## config.mk

```make
export PLATFORM = sky130hd
export DESIGN_NAME = dcache
export DESIGN_NICKNAME = d
export VERILOG_FILES = /design/src/rtl/dcache_pkg.sv /design/src/rtl/dcache_fsm.sv /design/src/rtl/dcache.sv
export SDC_FILE = /design/constraint.sdc
export NUM_CORES = 1
export LEC_CHECK = 0
export ABC_AREA = 1
export CAP_MARGIN = 20
export CORE_ASPECT_RATIO = 1.75
export CORE_MARGIN = 2
export CORE_UTILIZATION = 45
export DETAILED_ROUTE_END_ITERATION = 6
export PLACE_DENSITY = 0.68
export SLEW_MARGIN = 20
export SYNTH_ARGS = -nofsm -noshare
export SYNTH_HDL_FRONTEND = slang
export SYNTH_HIERARCHICAL = 1
export SYNTH_SLANG_ARGS = --single-unit
```

## constraint.sdc

```tcl
create_clock -name CLK -period 3.2 [get_ports CLK]
set_input_delay 0.64 -clock CLK [delete_from_list [all_inputs] [get_ports CLK]]
set_output_delay 0.64 -clock CLK [all_outputs]
set_load 0.02 [all_outputs]
```

## src/rtl/dcache_pkg.sv

```systemverilog
// Shared definitions for the direct-mapped write-back data cache:
// state encoding, field widths and byte-lane helpers.
package dcache_pkg;

  localparam int DEF_ADDR_W  = 8;
  localparam int DEF_INDEX_W = 3;
  localparam int OFFSET_W    = 2;
  localparam int BLOCK_W     = 32;
  localparam int DEF_TAG_W   = DEF_ADDR_W - DEF_INDEX_W - OFFSET_W;

  typedef enum logic [1:0] {
    IDLE      = 2'd0,
    WRITEBACK = 2'd1,
    FETCH     = 2'd2
  } state_e;

  function automatic logic [7:0] get_byte(input logic [BLOCK_W-1:0]  blk,
                                          input logic [OFFSET_W-1:0] off);
    return blk[{off, 3'b000} +: 8];
  endfunction

  function automatic logic [BLOCK_W-1:0] put_byte(input logic [BLOCK_W-1:0]  blk,
                                                  input logic [OFFSET_W-1:0] off,
                                                  input logic [7:0]          val);
    logic [BLOCK_W-1:0] res;
    res = blk;
    res[{off, 3'b000} +: 8] = val;
    return res;
  endfunction

endpackage

```

## src/rtl/dcache_fsm.sv

```systemverilog
// Miss-handling controller: sequences victim write-back and block fetch,
// and decodes the memory request lines and the CPU stall from the state.
module dcache_fsm
  import dcache_pkg::*;
(
  input  logic   clk,
  input  logic   rst,
  input  logic   req,
  input  logic   hit,
  input  logic   victim_dirty,
  input  logic   mem_busywait,
  output state_e state,
  output logic   busywait,
  output logic   mem_read,
  output logic   mem_write,
  output logic   fill_en
);

  state_e state_q, state_d;

  always_ff @(posedge clk or posedge rst) begin
    if (rst) state_q <= IDLE;
    else     state_q <= state_d;
  end

  always_comb begin
    state_d   = state_q;
    busywait  = 1'b0;
    mem_read  = 1'b0;
    mem_write = 1'b0;
    fill_en   = 1'b0;
    case (state_q)
      IDLE: begin
        busywait = req && !hit;
        if (req && !hit) state_d = victim_dirty ? WRITEBACK : FETCH;
      end
      WRITEBACK: begin
        mem_write = 1'b1;
        busywait  = 1'b1;
        if (!mem_busywait) state_d = FETCH;
      end
      FETCH: begin
        mem_read = 1'b1;
        busywait = 1'b1;
        if (!mem_busywait) begin
          fill_en = 1'b1;
          state_d = IDLE;
        end
      end
      default: state_d = IDLE;
    endcase
    // The stall must vanish the moment reset is raised, even with a request held.
    if (rst) busywait = 1'b0;
  end

  assign state = state_q;

endmodule

```

## src/rtl/dcache.sv

```systemverilog
// Direct-mapped, write-back, write-allocate byte data cache between the CPU
// data port and a 32-bit-block main memory; holds tag/data arrays and hit logic.
module dcache
  import dcache_pkg::*;
#(
  parameter int ADDR_W  = DEF_ADDR_W,
  parameter int INDEX_W = DEF_INDEX_W
) (
  input  logic                       CLK,
  input  logic                       RESET,
  input  logic                       READ,
  input  logic                       WRITE,
  input  logic [ADDR_W-1:0]          ADDRESS,
  input  logic [7:0]                 WRITEDATA,
  output logic [7:0]                 READDATA,
  output logic                       BUSYWAIT,
  output logic                       MEM_READ,
  output logic                       MEM_WRITE,
  output logic [ADDR_W-OFFSET_W-1:0] MEM_ADDRESS,
  output logic [BLOCK_W-1:0]         MEM_WRITEDATA,
  input  logic [BLOCK_W-1:0]         MEM_READDATA,
  input  logic                       MEM_BUSYWAIT
);

  localparam int TAG_W = ADDR_W - INDEX_W - OFFSET_W;
  localparam int SETS  = 1 << INDEX_W;

  logic [TAG_W-1:0]    req_tag;
  logic [INDEX_W-1:0]  index;
  logic [OFFSET_W-1:0] offset;

  logic [SETS-1:0]     valid_q, valid_d;
  logic [SETS-1:0]     dirty_q, dirty_d;
  logic [TAG_W-1:0]    tag_q  [SETS];
  logic [TAG_W-1:0]    tag_d  [SETS];
  logic [BLOCK_W-1:0]  data_q [SETS];
  logic [BLOCK_W-1:0]  data_d [SETS];

  state_e state;
  logic   hit, victim_dirty, fill_en, write_en;

  assign req_tag = ADDRESS[ADDR_W-1 -: TAG_W];
  assign index   = ADDRESS[OFFSET_W +: INDEX_W];
  assign offset  = ADDRESS[OFFSET_W-1:0];

  assign hit          = valid_q[index] && (tag_q[index] == req_tag);
  assign victim_dirty = valid_q[index] && dirty_q[index];
  assign write_en     = (state == IDLE) && WRITE && hit;

  dcache_fsm u_fsm (
    .clk          (CLK),
    .rst          (RESET),
    .req          (READ || WRITE),
    .hit          (hit),
    .victim_dirty (victim_dirty),
    .mem_busywait (MEM_BUSYWAIT),
    .state        (state),
    .busywait     (BUSYWAIT),
    .mem_read     (MEM_READ),
    .mem_write    (MEM_WRITE),
    .fill_en      (fill_en)
  );

  always_comb begin
    valid_d = valid_q;
    dirty_d = dirty_q;
    tag_d   = tag_q;
    data_d  = data_q;
    if (fill_en) begin
      valid_d[index] = 1'b1;
      dirty_d[index] = 1'b0;
      tag_d[index]   = req_tag;
      data_d[index]  = MEM_READDATA;
    end else if (write_en) begin
      dirty_d[index] = 1'b1;
      data_d[index]  = put_byte(data_q[index], offset, WRITEDATA);
    end
  end

  always_ff @(posedge CLK or posedge RESET) begin
    if (RESET) begin
      valid_q <= '0;
      dirty_q <= '0;
    end else begin
      valid_q <= valid_d;
      dirty_q <= dirty_d;
    end
  end

  // Tag and data contents are qualified by valid, so they need no reset.
  always_ff @(posedge CLK) begin
    tag_q  <= tag_d;
    data_q <= data_d;
  end

  always_comb begin
    MEM_ADDRESS   = '0;
    MEM_WRITEDATA = '0;
    case (state)
      WRITEBACK: begin
        MEM_ADDRESS   = {tag_q[index], index};
        MEM_WRITEDATA = data_q[index];
      end
      FETCH:   MEM_ADDRESS = {req_tag, index};
      default: ;
    endcase
  end

  assign READDATA = READ ? get_byte(data_q[index], offset) : 8'h00;

endmodule
```

**Run 1: I/O pins on the die edge**

Pins as bars across the die edge, other pins in gray.
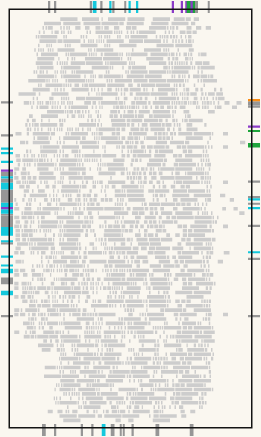
legend:
  cyan:
    port: MEM_WRITEDATA
    pins: 32
    direction: output
    edge: 22 left, 5 top, 3 right, 2 bottom
  green:
    port: MEM_ADDRESS
    pins: 6
    direction: output
    edge: 3 right, 3 top
  orange:
    port: BUSYWAIT
    pins: 1
    direction: output
    edge: right
  purple:
    port: ADDRESS
    pins: 8
    direction: input
    edge: 5 top, 2 left, 1 right
all pins by edge: 47 left, 22 top, 17 right, 16 bottom
die width: 149 um
number of port buffers: 101

**Run 1: clock routing**

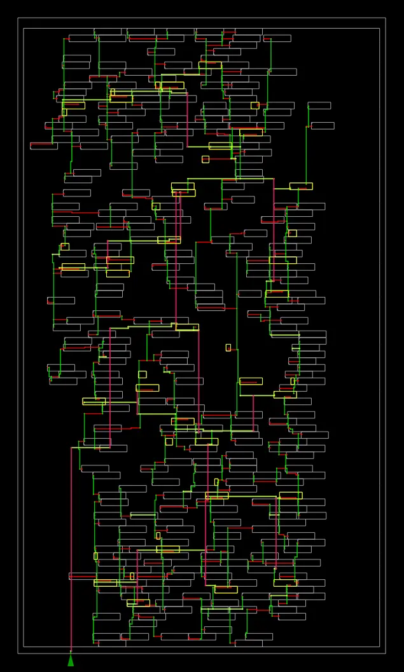
count of clock-net buffers in the final layout: 30
clock group total power: 3.19 mW
clk_lat worst skew: 0.56 ns

==> flow_summary.ini, run 1 <==
; implementation run metrics
[status]
result_of_the_run = finished, final reports clean

[worst_setup_path]
cp_num_buf_inv = 5
worst_ep_arrival_time_ns = 2.49
criticalPathCategory = in -> out
timing.critical_path.fanout_max = 11
critical_path.cell_chain = buf_2 -> buf_6 -> buf_4 -> nand2_1 -> a21oi_1 -> o21ai_0 -> nand2_1 -> inv_1 -> nand2_1 -> o211ai_1 -> a21oi_2 -> buf_2
crit_required_ns = 2.56

[yosys]
synthesis_warning_total = 6
synth_top_area_share = 0.510
synth_nets = 1999
synthSimpleGateAreaFrac = 0.260
ys_cells = 1933
synth_sequential_area_ratio = 0.537
yosysUniqueCellTypes = 47
area_leaders = sky130_fd_sc_hd__edfxtp_1 (51%), sky130_fd_sc_hd__nand2_1 (20%), sky130_fd_sc_hd__a22o_1 (3.3%), sky130_fd_sc_hd__inv_1 (3.0%), sky130_fd_sc_hd__dfrtp_1 (2.7%)
topCombFamilyByArea = simple AND/OR/NAND/NOR gates
edf_count = 280
avgSynthCellArea_um2 = 8.53
post_synthesis_xor_xnor_area_fraction = 0
synthesis.instances = 1933
synth_area_um2 = 16500

[detailed_routing]
met3RoutedLength_mm = 6.24
iter_0_drt_violations = 1954
topRoutingLayerUsed = met4

[layout]
top_area_cell_class = sequential cells
seqAreaFraction = 0.431
finish.instance_area_um2 = 20600
non_clock_inverter_count = 148
nets = 2217
nMultiInputCombCells = 1365
layout_top_cell_excl_fill_tap = sky130_fd_sc_hd__nand2_1
clock_cell_area_share = 0.0405
final_core_utilization = 0.571
area.share.combinational = 0.325
finalNonFillerCells = 2638

[power_and_ir_drop]
netSwitchingPower_mw = 3.29
power_frac_comb = 0.250
power_report.internal_total_mw = 7.15
pwr_density_cell_nw_per_um2 = 508
power.static_leakage_nw = 8.86
leading_power_group = sequential cells
sw_frac_of_total = 0.315

[timing]
worst_hold_slack_ns = 0.315
slew_headroom = 0.473
hold_violations = 0
finalClockPeriodUsage = 0.979
rsz0062_at_grt = false
final_max_slew_viol_count = 0

[grt]
grt_busiest_layer = met2
largest_net_degree_at_the_start_of_global_routing = 35
grt_antenna_before_repair = 0
global_route.usage.met2 = 0.574

[floorplanning]
floorplan.initialDensity = 0.458
design.die.area_um2 = 38200
placement_rows = 92

[run]
max-cap-violations = 0
tool_warnings = 37

[placed_design]
post_dp_cell_area_um2 = 19600
gp_routability_congestion = 1.06
place.detailed.hpwl_mm = 45.6

[clocking]
cts-htree-levels = 1
**Run 1: wiring by layer**

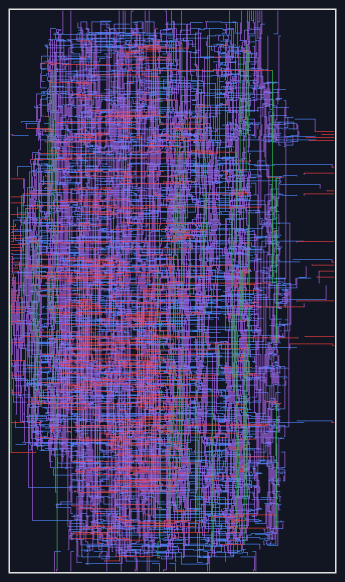
legend:
  purple:
    layer: metal 2
    wire_length: 31.1 mm
  red:
    layer: metal 3
    wire_length: 6,240 um
  green:
    layer: metal 4
    wire_length: 6,220 um
  blue:
    layer: metal 1
    wire_length: 20.9 mm
total number of vias: 15,300
per-cell routed wire length: 24.4 um

==> run 1: final timing paths <==
kind / to / slack (ns) / cells past startpoint / from
min in group CLK: valid_q[4]$_DFFE_PP0P_ / 0.46 / 2 / valid_q[4]$_DFFE_PP0P_
max in group asynchronous: valid_q[4]$_DFFE_PP0P_ / 2.19 / 2 / RESET
worst max-delay path: READDATA[1] / 0.07 / 12 / ADDRESS[2]
worst min-delay path: u_fsm/state[1]$_DFFE_PP0P_ / 0.32 / 2 / RESET
worst max register to register: data_q[192]$_DFFE_PP_ / 0.50 / 9 / u_fsm/state[0]$_DFFE_PP0P_
worst min register to register: valid_q[4]$_DFFE_PP0P_ / 0.46 / 2 / valid_q[4]$_DFFE_PP0P_
## Run 2: what changed since run 1
--- a/config.mk
+++ b/config.mk
@@ -6,7 +6,6 @@
 export NUM_CORES = 1
 export LEC_CHECK = 0
 export ABC_AREA = 1
-export CAP_MARGIN = 20
 export CORE_ASPECT_RATIO = 1.75
 export CORE_MARGIN = 2
 export CORE_UTILIZATION = 45
**Run 2: sequential cells colored by netlist name**

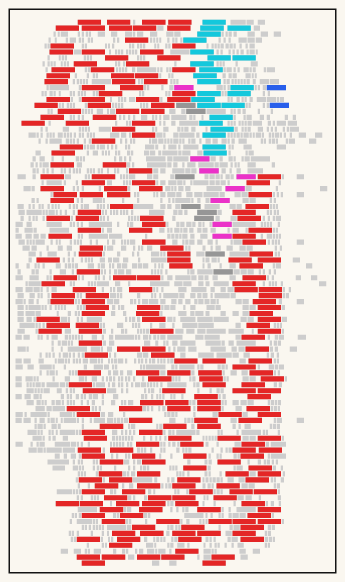
legend:
  red:
    signal: data_q
    placed_flops: 256
  cyan:
    signal: tag_q
    placed_flops: 24
  blue:
    signal: u_fsm/state
    placed_flops: 2
  magenta:
    signal: valid_q
    placed_flops: 8
post-layout utilization of the core: 0.571
Flop+latch power: 4.64 mW
Sequential Area: 8860 um2

**Run 2: I/O pins on the die edge**

Pins as bars across the die edge, other pins in gray.
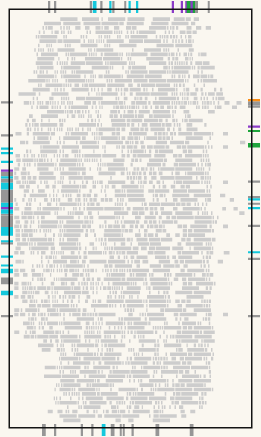
legend:
  cyan:
    port: MEM_WRITEDATA
    pins: 32
    direction: output
    edge: 22 left, 5 top, 3 right, 2 bottom
  green:
    port: MEM_ADDRESS
    pins: 6
    direction: output
    edge: 3 right, 3 top
  orange:
    port: BUSYWAIT
    pins: 1
    direction: output
    edge: right
  purple:
    port: ADDRESS
    pins: 8
    direction: input
    edge: 5 top, 2 left, 1 right
all pins by edge: 47 left, 22 top, 17 right, 16 bottom
height of the die: 257 um

==> run 2 against run 1 <==
Net effect: sequential share of layout area did not move; clock power about the same; flip-flop count unchanged; worst hold slack did not move; synthesized cell count is the same; sequential power about the same; via count stayed put; final cell count did not move; worst setup slack unchanged; largest power group unchanged.
==> flow_summary.ini, run 2 <==
; implementation run metrics
[yosys]
synth_sequential_area_ratio = 0.537
yosysUniqueCellTypes = 47
synthSimpleGateAreaFrac = 0.260
post_synthesis_xor_xnor_area_fraction = 0
ys_cells = 1933
synth_area_um2 = 16500
synthesis.instances = 1933
synthesis_warning_total = 6
area_leaders = sky130_fd_sc_hd__edfxtp_1 (51%), sky130_fd_sc_hd__nand2_1 (20%), sky130_fd_sc_hd__a22o_1 (3.3%), sky130_fd_sc_hd__inv_1 (3.0%), sky130_fd_sc_hd__dfrtp_1 (2.7%)
synth_top_area_share = 0.510
avgSynthCellArea_um2 = 8.53
synth_nets = 1999
topCombFamilyByArea = simple AND/OR/NAND/NOR gates
edf_count = 280

[floorplanning]
die.size.x_um = 149
floorplan.initialDensity = 0.458
placement_rows = 92
design.die.area_um2 = 38200

[detailed_routing]
iter_0_drt_violations = 1954
num_vias = 15300
wl_per_cell_um = 24.4

[worst_setup_path]
criticalPathCategory = in -> out
cp_num_buf_inv = 5
crit_required_ns = 2.56
worst-r2r-cell-count = 9
critical_path.cell_chain = buf_2 -> buf_6 -> buf_4 -> nand2_1 -> a21oi_1 -> o21ai_0 -> nand2_1 -> inv_1 -> nand2_1 -> o211ai_1 -> a21oi_2 -> buf_2
setup.worst_path.start = ADDRESS[2]
worst_ep_arrival_time_ns = 2.49
timing.critical_path.fanout_max = 11
number_of_gates_on_the_worst_path_with_buffers_counted = 12

[power_and_ir_drop]
vdd_drop_max_v = 0.000338
power_frac_comb = 0.250
power.static_leakage_nw = 8.86
netSwitchingPower_mw = 3.29
power_report.internal_total_mw = 7.15
sw_frac_of_total = 0.315
leading_power_group = sequential cells
pwr_density_cell_nw_per_um2 = 508
clock_net_power_mw = 3.19

[clocking]
insertion_delay_ns = 0.56
cts-htree-levels = 1

[timing]
finalClockPeriodUsage = 0.979
slew_headroom = 0.473
layout_min_cycle_time_ns = 3.13
worst_pin_slew_ns = 0.785
final_max_slew_viol_count = 0
hold_violations = 0
rsz0062_at_grt = false

[layout]
nets = 2217
layout_top_cell_excl_fill_tap = sky130_fd_sc_hd__nand2_1
finish.instance_area_um2 = 20600
reg_top3 = data_q: 256 flops, tag_q: 24 flops, valid_q: 8 flops
finalNonFillerCells = 2638

[placed_design]
place.detailed.hpwl_mm = 45.6
numPortBuffers = 101
post_dp_cell_area_um2 = 19600
gp_routability_congestion = 1.06

[run]
max-cap-violations = 0
tool_warnings = 37

[grt]
largest_net_degree_at_the_start_of_global_routing = 35
grt_busiest_layer = met2
grt_antenna_before_repair = 0

[status]
result_of_the_run = finished, final reports clean
==> run 2: path summary, 6_finish.rpt <==
kind	end	slack, ns
min in group CLK	valid_q[4]$_DFFE_PP0P_	0.46
max	READDATA[1]	0.07
min	u_fsm/state[1]$_DFFE_PP0P_	0.32
min reg2reg	valid_q[4]$_DFFE_PP0P_	0.46
max in group asynchronous	valid_q[4]$_DFFE_PP0P_	2.19
max reg2reg	data_q[192]$_DFFE_PP_	0.50
==> run 2: area by class of cell <==
| class | count | area share |
|---|---|---|
| sequential | 298 | 0.431 |
| timing repair buffer | 312 | 0.148 |
| tap | 470 | 0.0286 |
| multi-input combinational | 1365 | 0.325 |
| inverter | 148 | 0.0275 |
| clock buffer | 30 | 0.0334 |
| clock inverter | 15 | 0.00706 |
No activity file was given, so power comes from the tool's default toggle rates.
